Figure 1. Met1 routing (run 1).
Scale: 4 px per um. Supply wires on this layer in gray.
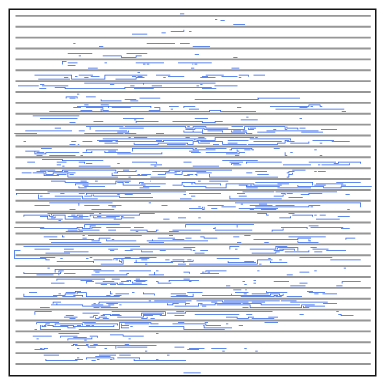
Figure 2. Met2 routing (run 1).
Scale: 3 px per um.
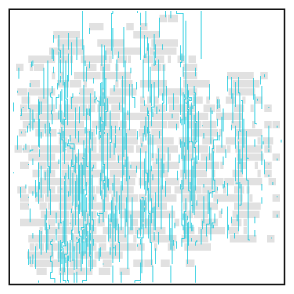
Figure 3. M3 wires (run 1).
Scale: 4 px per um.
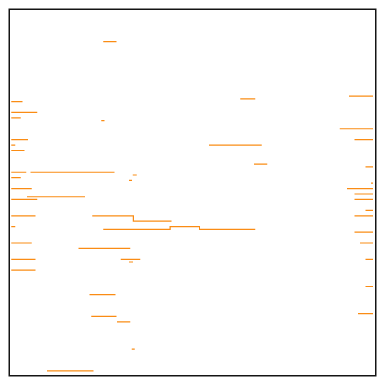
Figure 4. Signal wires on met4 (run 1).
Scale: 4 px per um. Supply wires on this layer in gray.
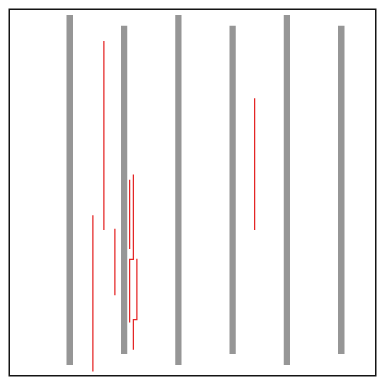
## config.mk

```make
export PLATFORM = sky130hd
export DESIGN_NAME = fifo_rd_packer
export DESIGN_NICKNAME = d
export VERILOG_FILES = /design/src/rtl/fifo_rd_packer.sv
export SDC_FILE = /design/constraint.sdc
export NUM_CORES = 1
export LEC_CHECK = 0
export CAP_MARGIN = 20
export CELL_PAD_IN_SITES_DETAIL_PLACEMENT = 0
export CELL_PAD_IN_SITES_GLOBAL_PLACEMENT = 1
export CORE_UTILIZATION = 40
export CTS_BUF_LIST = sky130_fd_sc_hd__clkbuf_4 sky130_fd_sc_hd__clkbuf_8
export CTS_CLUSTER_SIZE = 14
export DETAILED_ROUTE_END_ITERATION = 10
export HOLD_SLACK_MARGIN = 0.03
export PLACE_DENSITY = 0.85
export SETUP_SLACK_MARGIN = 0.1
export SYNTH_ARGS = -nofsm -noshare
export SYNTH_HDL_FRONTEND = slang
export SYNTH_SLANG_ARGS = --single-unit
```

## constraint.sdc

```tcl
create_clock -name rd_clk -period 1.8 [get_ports rd_clk]
set_input_delay 0.27 -clock rd_clk [delete_from_list [all_inputs] [get_ports rd_clk]]
set_output_delay 0.27 -clock rd_clk [all_outputs]
set_load 0.05 [all_outputs]
```

## src/rtl/fifo_rd_packer.sv

```systemverilog
// fifo_rd_packer: read-side consumer of the async FIFO (rd_clk domain).
// Drains DATA_WIDTH entries through rd_en/empty/rd_data and packs PACK_RATIO
// consecutive entries into one wide word on a valid/ready output stream.
// flush (or an idle timeout) emits a partial word with a lane-valid mask.
// Optional feature macro: FIFO_PACK_TIMEOUT_EN enables the idle auto-flush
// counter. When it is undefined, partial words are held until flush.

// One accumulator lane plus its slice of the output register.
module fifo_rd_packer_lane #(
  parameter int DATA_WIDTH = 8
) (
  input  logic                  rd_clk,
  input  logic                  rst_n,
  input  logic                  cap,
  input  logic                  ld,
  input  logic                  keep,
  input  logic [DATA_WIDTH-1:0] din,
  output logic [DATA_WIDTH-1:0] lane_q
);
  logic [DATA_WIDTH-1:0] acc_q;

  // Capture the returning FIFO entry when this lane is the write target.
  always_ff @(posedge rd_clk or negedge rst_n) begin
    if (!rst_n)   acc_q <= '0;
    else if (cap) acc_q <= din;
  end

  // Output slice: the entry landing this edge bypasses the accumulator so a
  // word can close on the same edge that captures its final lane.
  always_ff @(posedge rd_clk or negedge rst_n) begin
    if (!rst_n)  lane_q <= '0;
    else if (ld) lane_q <= keep ? (cap ? din : acc_q) : '0;
  end
endmodule

module fifo_rd_packer #(
  parameter int DATA_WIDTH     = 8,
  parameter int PACK_RATIO     = 4,
  parameter int TIMEOUT_CYCLES = 16
) (
  input  logic                             rd_clk,
  input  logic                             rst_n,
  input  logic                             fifo_empty,
  input  logic [DATA_WIDTH-1:0]            fifo_rd_data,
  output logic                             fifo_rd_en,
  input  logic                             flush,
  output logic                             out_valid,
  input  logic                             out_ready,
  output logic [DATA_WIDTH*PACK_RATIO-1:0] out_data,
  output logic [PACK_RATIO-1:0]            out_keep,
  output logic                             out_last
);
  localparam int CW = $clog2(PACK_RATIO + 1);
  localparam logic [CW:0]   PR_OCC    = (CW+1)'(PACK_RATIO);
  localparam logic [CW-1:0] PR_CNT    = CW'(PACK_RATIO);
  localparam logic [CW-1:0] LAST_LANE = CW'(PACK_RATIO - 1);

  typedef struct packed {
    logic [PACK_RATIO-1:0] keep;
    logic                  last;
  } ctl_t;

  // Elaboration-time parameter sanity.
  if (PACK_RATIO < 2 || PACK_RATIO > 16 || TIMEOUT_CYCLES < 1) begin : g_bad_param
    $error("fifo_rd_packer: PACK_RATIO must be 2..16 and TIMEOUT_CYCLES >= 1");
  end

  logic [CW-1:0] cnt;
  logic          rd_pend;
  logic          flush_req;
  logic          arm;
  logic          out_vld;
  ctl_t          out_ctl;
  ctl_t          ld_ctl;

  logic          out_free;
  logic [CW:0]   occ;
  logic          load_full;
  logic          load_part;
  logic          load;
  logic          timeout_hit;

  logic [PACK_RATIO-1:0]                 cap;
  logic [PACK_RATIO-1:0]                 part_keep;
  logic [PACK_RATIO-1:0][DATA_WIDTH-1:0] out_lanes;

  // Close/load decisions and the read strobe.
  always_comb begin
    out_free  = ~out_vld | out_ready;
    occ       = {1'b0, cnt} + {{CW{1'b0}}, rd_pend};
    load_full = out_free & ((rd_pend & (cnt == LAST_LANE)) | (cnt == PR_CNT));
    load_part = out_free & flush_req & ~rd_pend & (cnt != '0) & ~load_full;
    load      = load_full | load_part;
    ld_ctl.keep = load_full ? {PACK_RATIO{1'b1}} : part_keep;
    ld_ctl.last = load_full ? (flush_req | flush | timeout_hit) : 1'b1;
    // A word retiring this edge frees lane 0, so read ahead into the next
    // word to keep the stream bubble-free.
    fifo_rd_en = arm & ~fifo_empty & ~flush_req & ((occ < PR_OCC) | load_full);
  end

  for (genvar i = 0; i < PACK_RATIO; i++) begin : g_lane
    assign cap[i]       = rd_pend & (cnt == CW'(i));
    assign part_keep[i] = (CW'(i) < cnt);
    fifo_rd_packer_lane #(.DATA_WIDTH(DATA_WIDTH)) u_lane (
      .rd_clk (rd_clk),
      .rst_n  (rst_n),
      .cap    (cap[i]),
      .ld     (load),
      .keep   (ld_ctl.keep[i]),
      .din    (fifo_rd_data),
      .lane_q (out_lanes[i])
    );
  end

`ifdef FIFO_PACK_TIMEOUT_EN
  localparam int TW = $clog2(TIMEOUT_CYCLES + 1);
  logic [TW-1:0] idle_cnt;
  logic          idle;

  assign idle        = (cnt != '0) & ~rd_pend & fifo_empty;
  assign timeout_hit = idle & (idle_cnt == TW'(TIMEOUT_CYCLES - 1));

  // Idle counter: runs while a partial word starves, restarts on any activity.
  always_ff @(posedge rd_clk or negedge rst_n) begin
    if (!rst_n)                          idle_cnt <= '0;
    else if (rd_pend | load | timeout_hit) idle_cnt <= '0;
    else if (idle)                       idle_cnt <= idle_cnt + 1'b1;
  end
`else
  assign timeout_hit = 1'b0;
`endif

  // Read pipeline and the no-read-on-first-cycle-after-reset guard.
  always_ff @(posedge rd_clk or negedge rst_n) begin
    if (!rst_n) begin
      rd_pend <= 1'b0;
      arm     <= 1'b0;
    end else begin
      rd_pend <= fifo_rd_en;
      arm     <= 1'b1;
    end
  end

  // Lane count: resets on any word load, otherwise advances per capture.
  always_ff @(posedge rd_clk or negedge rst_n) begin
    if (!rst_n)       cnt <= '0;
    else if (load)    cnt <= '0;
    else if (rd_pend) cnt <= cnt + 1'b1;
  end

  // Flush request: consumed by a word load, or dropped when nothing is held.
  always_ff @(posedge rd_clk or negedge rst_n) begin
    if (!rst_n)                                 flush_req <= 1'b0;
    else if (load_full)                         flush_req <= 1'b0;
    else if (load_part)                         flush_req <= flush;
    else if (flush | timeout_hit)               flush_req <= 1'b1;
    else if (flush_req & (cnt == '0) & ~rd_pend) flush_req <= 1'b0;
  end

  // Output register control: load takes priority over a transfer.
  always_ff @(posedge rd_clk or negedge rst_n) begin
    if (!rst_n) begin
      out_vld <= 1'b0;
      out_ctl <= '0;
    end else if (load) begin
      out_vld <= 1'b1;
      out_ctl <= ld_ctl;
    end else if (out_ready) begin
      out_vld <= 1'b0;
    end
  end

  assign out_valid = out_vld;
  assign out_keep  = out_ctl.keep;
  assign out_last  = out_ctl.last;
  assign out_data  = out_lanes;
endmodule

```

==> results.cfg, run 1 <==
; implementation run metrics
[logic_synthesis]
top_post_synthesis_cells_by_count = sky130_fd_sc_hd__dfrtp_1, sky130_fd_sc_hd__mux2_2, sky130_fd_sc_hd__inv_1, sky130_fd_sc_hd__mux2i_1, sky130_fd_sc_hd__nand2_1
yosysWarnings = 0
netlist-cell-type-count = 31
synthesis.instances = 247
synth_chip_area_mm2 = 0.00318
synthXorXnorAreaFrac_pct = 0.550
syn-mean-instance-area_um2 = 12.9
synth-cells-yosys = 247
synth_nets = 263
top_area_cell = sky130_fd_sc_hd__dfrtp_1
yosys-dominant-comb-family = multiplexers
enable_flop_cells = 0
flop_cell = sky130_fd_sc_hd__dfrtp_1
ffs_w_async_s_r_synth_pct = 100

[finish]
seq_cell_area_mm2 = 0.00191
logic_share_of_the_area_pct = 27.3
nClkBuffers = 15
drive_gt1_share_pct = 40.9
final.signal_buffer_count = 86
seq_share_pct = 43.3
nFlopsAndLatches = 76
multi_input_comb_cells = 131
area_growth_pct = 38.2
final_cells = 439
layout_top_cell = sky130_fd_sc_hd__dfrtp_1
multi_input_comb_area_mm2 = 0.00120
final_util_pct = 56.9

[clock_network]
numCtsBuffers = 9
tritoncts = yes
htree_levels = 3
clk_path_buf_depth = 2
clock-root-buffer = sky130_fd_sc_hd__clkbuf_8

[routing]
drt-pass1-iter-count = 4
vias_per_cell = 4.85
detail_route.wl_per_cell_um = 16.3

[final_timing]
fin_worst_skew_ns = 0.0117
setup-violations-final = 1
clock.fmax_mhz = 540
slew_viol_final = 0
post_route_worst_setup_slack_ns = -0.0505
setup_tns_ns = -0.0505
unrepaired_setup_endpoints_after_global_routing = true

[placement]
number_of_port_buffers = 51
numPlacedInstances = 405
finalWeightedCongestion = 0.766
place_area_mm2 = 0.00388
dp_hpwl_mm = 4.46
dp_worst_setup_slack_ns = -0.0822

[pwr]
p_clk_mw = 1.27
vdd_ir_drop_max_mv = 0.988
power.sequential.fraction_pct = 33.6
totalPowerFinal_mw = 8.11
p_comb_mw = 4.11
p_leak_nw = 2.20
power-top-group = combinational logic
switching_share_pct = 40.4
pwr.group.sequential_mw = 2.73
comb_power_share_pct = 50.6

[setup_path]
critical_path.endpoint_type = primary output
cp_data_required_time_ns = 1.53
worst_path_top_cell_family_by_delay = flip-flops
cp-endpoint = fifo_rd_en
crit_path_cell_trace = buf_4, a21o_1, a21oi_4, buf_12
cp_num_cells = 4

[worst_hold_path]
hold_class = input pin to asynchronous set/reset pin

[global_routing]
maximum_number_of_pins_on_one_net_before_global_route_repair = 36
grt_first_pass_wirelength_mm = 11.7
via_count_of_the_first_global_routing_pass = 2252

[floorplanning]
die_height_um = 91.2
die_w_um = 91.2
die_outline_area_mm2 = 0.00832
floorplan.initialDensity_pct = 41.2

[run_status]
failed_checks = setup timing
status = finished with violations
## Picture notes: Figure 1
longest straight run: 40.0 um
wire length on this layer: 3250 um
met1 track utilization from global routing: 25.1%
DR vias: 2127
total length of routed wires: 7.18 mm

## Picture notes: Figure 2
longest straight run: 38.1 um
share of all routed wire: 48%
nets with wire on the layer: 305
met2 Usage GRT: 29.3%

## Picture notes: Figure 3
wire length on this layer: 275 um
longest straight run: 20.7 um
GR met3 Demand/Resource: 3.35%

## Picture notes: Figure 4
nets with wire on the layer: 5
main direction: vertical
wire length on this layer: 213 um
share of all routed wire: 3.0%

[run 1: flip-flops by register name (all words and copies together), names as in the netlist]
name                  cells
g_lane.u_lane.acc_q      32
rd_pend                   1
out_last                  1
flush_req                 1
arm                       1
out_valid                 1
cnt                       3
out_keep                  4
g_lane.u_lane.lane_q     32
[run 1: layer usage]
metal | vias to the layer above | global-route usage, % | share of wire (%)
met5 | - | 0 | 0
met4 | 0 | 10.1 | 3.0
met3 | 17 | 3.35 | 3.8
met2 | 55 | 29.3 | 48
met1 | 1061 | 25.1 | 45
li1 | 994 | - | -
[run 1: repair_timing]
item	4_1_cts	5_1_grt
endpoints found under the setup margin	46	42
endpoints found under the hold margin	22	0
hold buffers	1	0
pin swaps	4	5
setup buffers	9	6
gates resized	18	18
cloned	3	0
==> run 2, diff against run 1 <==
--- a/config.mk
+++ b/config.mk
@@ -8,6 +8,7 @@
 export CAP_MARGIN = 20
 export CELL_PAD_IN_SITES_DETAIL_PLACEMENT = 0
 export CELL_PAD_IN_SITES_GLOBAL_PLACEMENT = 1
+export CORE_ASPECT_RATIO = 1.1
 export CORE_UTILIZATION = 40
 export CTS_BUF_LIST = sky130_fd_sc_hd__clkbuf_4 sky130_fd_sc_hd__clkbuf_8
 export CTS_CLUSTER_SIZE = 14
Figure 5. I/O pins on the die edge (run 2).
Scale: 4 px per um. Pins as bars across the die edge, other pins in gray.
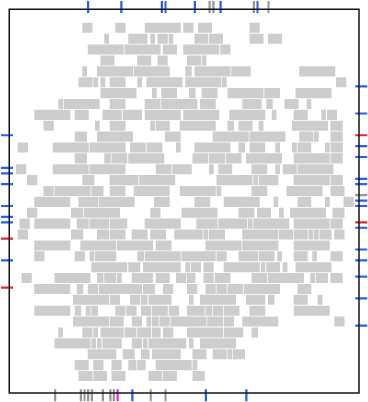
legend:
  blue:
    port: out_data
    pins: 32
    direction: output
    edge: 14 east, 8 west, 7 north, 3 south
  magenta:
    port: out_valid
    pins: 1
    direction: output
    edge: south
  red:
    port: out_keep
    pins: 4
    direction: output
    edge: 2 east, 2 west
Die Ht: 95.6 um
number of port buffers: 51
die extent in x: 87.1 um

==> run 2 against run 1 <==
Core utilization decreased by 1.4 points; fmax increased by 0.65%; critical path depth increased by 2; non-clock buffer count decreased by 8; largest cell class unchanged; sequential power about the same; highest routed layer unchanged; hold slack improved by 0.040 ns; global-route usage decreased by 1.5 points; synthesized cell count unchanged; clock skew decreased by 0.0063 ns; via count decreased by 3.7%; the flow still finishes with violations (setup timing); wire length decreased by 11%; design area decreased by 4.0%.
==> results.cfg, run 2 <==
; implementation run metrics
[clock_network]
postCtsSetupBuffers = 4
clk_path_buf_depth = 2
hold_buffers = 1
tritoncts = yes
htree_levels = 3
numCtsBuffers = 9
clock-root-buffer = sky130_fd_sc_hd__clkbuf_8
ctsResizeCount = 18

[pwr]
power-top-group = combinational logic
p_clk_mw = 1.40
totalPowerFinal_mw = 7.74
power.sequential.fraction_pct = 34.9
pwr.group.sequential_mw = 2.70
switching_share_pct = 40.4
comb_power_share_pct = 47.0
vdd_ir_drop_max_mv = 0.750
p_comb_mw = 3.64
p_leak_nw = 2.11

[global_routing]
met1_usage_pct = 22.3
globalRoute.busiestLayer = met2
grt_first_pass_wirelength_mm = 10.4
global_route.usage.met3_pct = 3.29
via_count_of_the_first_global_routing_pass = 2103
maximum_number_of_pins_on_one_net_before_global_route_repair = 42

[setup_path]
worst_path_top_cell_family_by_delay = flip-flops
crit_path_cell_trace = inv_2, ha_4, nand2_2, a22o_1, a21oi_4, buf_12
cp_data_required_time_ns = 1.53
rr_worst_depth = 6
cp_num_cells = 6
critical_path.endpoint_type = primary output

[logic_synthesis]
ffs_w_async_s_r_synth_pct = 100
syn-mean-instance-area_um2 = 12.9
flop_cell = sky130_fd_sc_hd__dfrtp_1
yosys.area.top_type_share_pct = 59.7
synthesis.instances = 247
top_post_synthesis_cells_by_count = sky130_fd_sc_hd__dfrtp_1, sky130_fd_sc_hd__mux2_2, sky130_fd_sc_hd__inv_1, sky130_fd_sc_hd__mux2i_1, sky130_fd_sc_hd__nand2_1
synth_nets = 263
top_area_cell = sky130_fd_sc_hd__dfrtp_1
synth_chip_area_mm2 = 0.00318
netlist-cell-type-count = 31
yosysWarnings = 0
synth-seq-area-share_pct = 59.7

[routing]
antenna_left = 0
uppermost_signal_routing_layer_after_detailed_routing = met4
drcViolationCount = 0
vias_per_cell = 4.72
wl_met3_um = 199
wl_met2_mm = 2.97
detail_route.wl_per_cell_um = 14.7

[floorplanning]
floorplan.initialDensity_pct = 41.9

[final_timing]
slew_viol_final = 0
unrepaired_setup_endpoints_after_global_routing = true
post_route_worst_setup_slack_ns = -0.0385
fin_worst_skew_ns = 0.00539
setup-violations-final = 1
clock.fmax_mhz = 544

[finish]
final_cells = 434
design.final.nets = 340
layout_top_cell = sky130_fd_sc_hd__dfrtp_1
area_growth_pct = 32.6
logic_share_of_the_area_pct = 27.0
nFlopsAndLatches = 76
seq_share_pct = 45.1
drive_gt1_share_pct = 34.3
multi_input_comb_area_mm2 = 0.00114
multi_input_comb_cells = 131
seq_cell_area_mm2 = 0.00190

[run_status]
status = finished with violations
failed_checks = setup timing

[placement]
dp_worst_setup_slack_ns = -0.0310
finalWeightedCongestion = 0.749
dp_hpwl_mm = 4.29
place_area_mm2 = 0.00389

[worst_hold_path]
hold_class = input pin to asynchronous set/reset pin
Figure 6. Met2 routing (run 2).
Scale: 3 px per um.
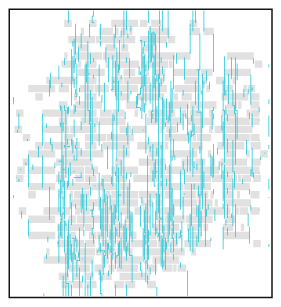
share of all routed wire: 46%
longest straight run: 46.6 um
met2 Usage GRT: 26.8%
DR vias: 2048
total length of routed wires: 6.39 mm

run 2: final timing paths:
kind                                      startpoint                         end
max                                           cnt[0]                  fifo_rd_en
min                                            rst_n                     rd_pend
max reg2reg                                   cnt[0]  g_lane[3].u_lane.lane_q[7]
min reg2reg                g_lane[0].u_lane.acc_q[3]   g_lane[0].u_lane.acc_q[3]
max in group asynchronous                      rst_n                      cnt[1]
min in group rd_clk        g_lane[0].u_lane.acc_q[3]   g_lane[0].u_lane.acc_q[3]
run 2: logic make-up after synthesis:
| group | share of synthesized area, % |
|---|---|
| XOR/XNOR | 0.550 |
| buffers and inverters | 5.89 |
| adder cells (fa/ha/maj) | 1.18 |
| multiplexers | 20.2 |
| AND-OR/OR-AND | 5.66 |
| AND/OR/NAND/NOR | 6.68 |
| flip-flops | 59.7 |
| other | 0.118 |
Power and IR drop assume default switching activity.
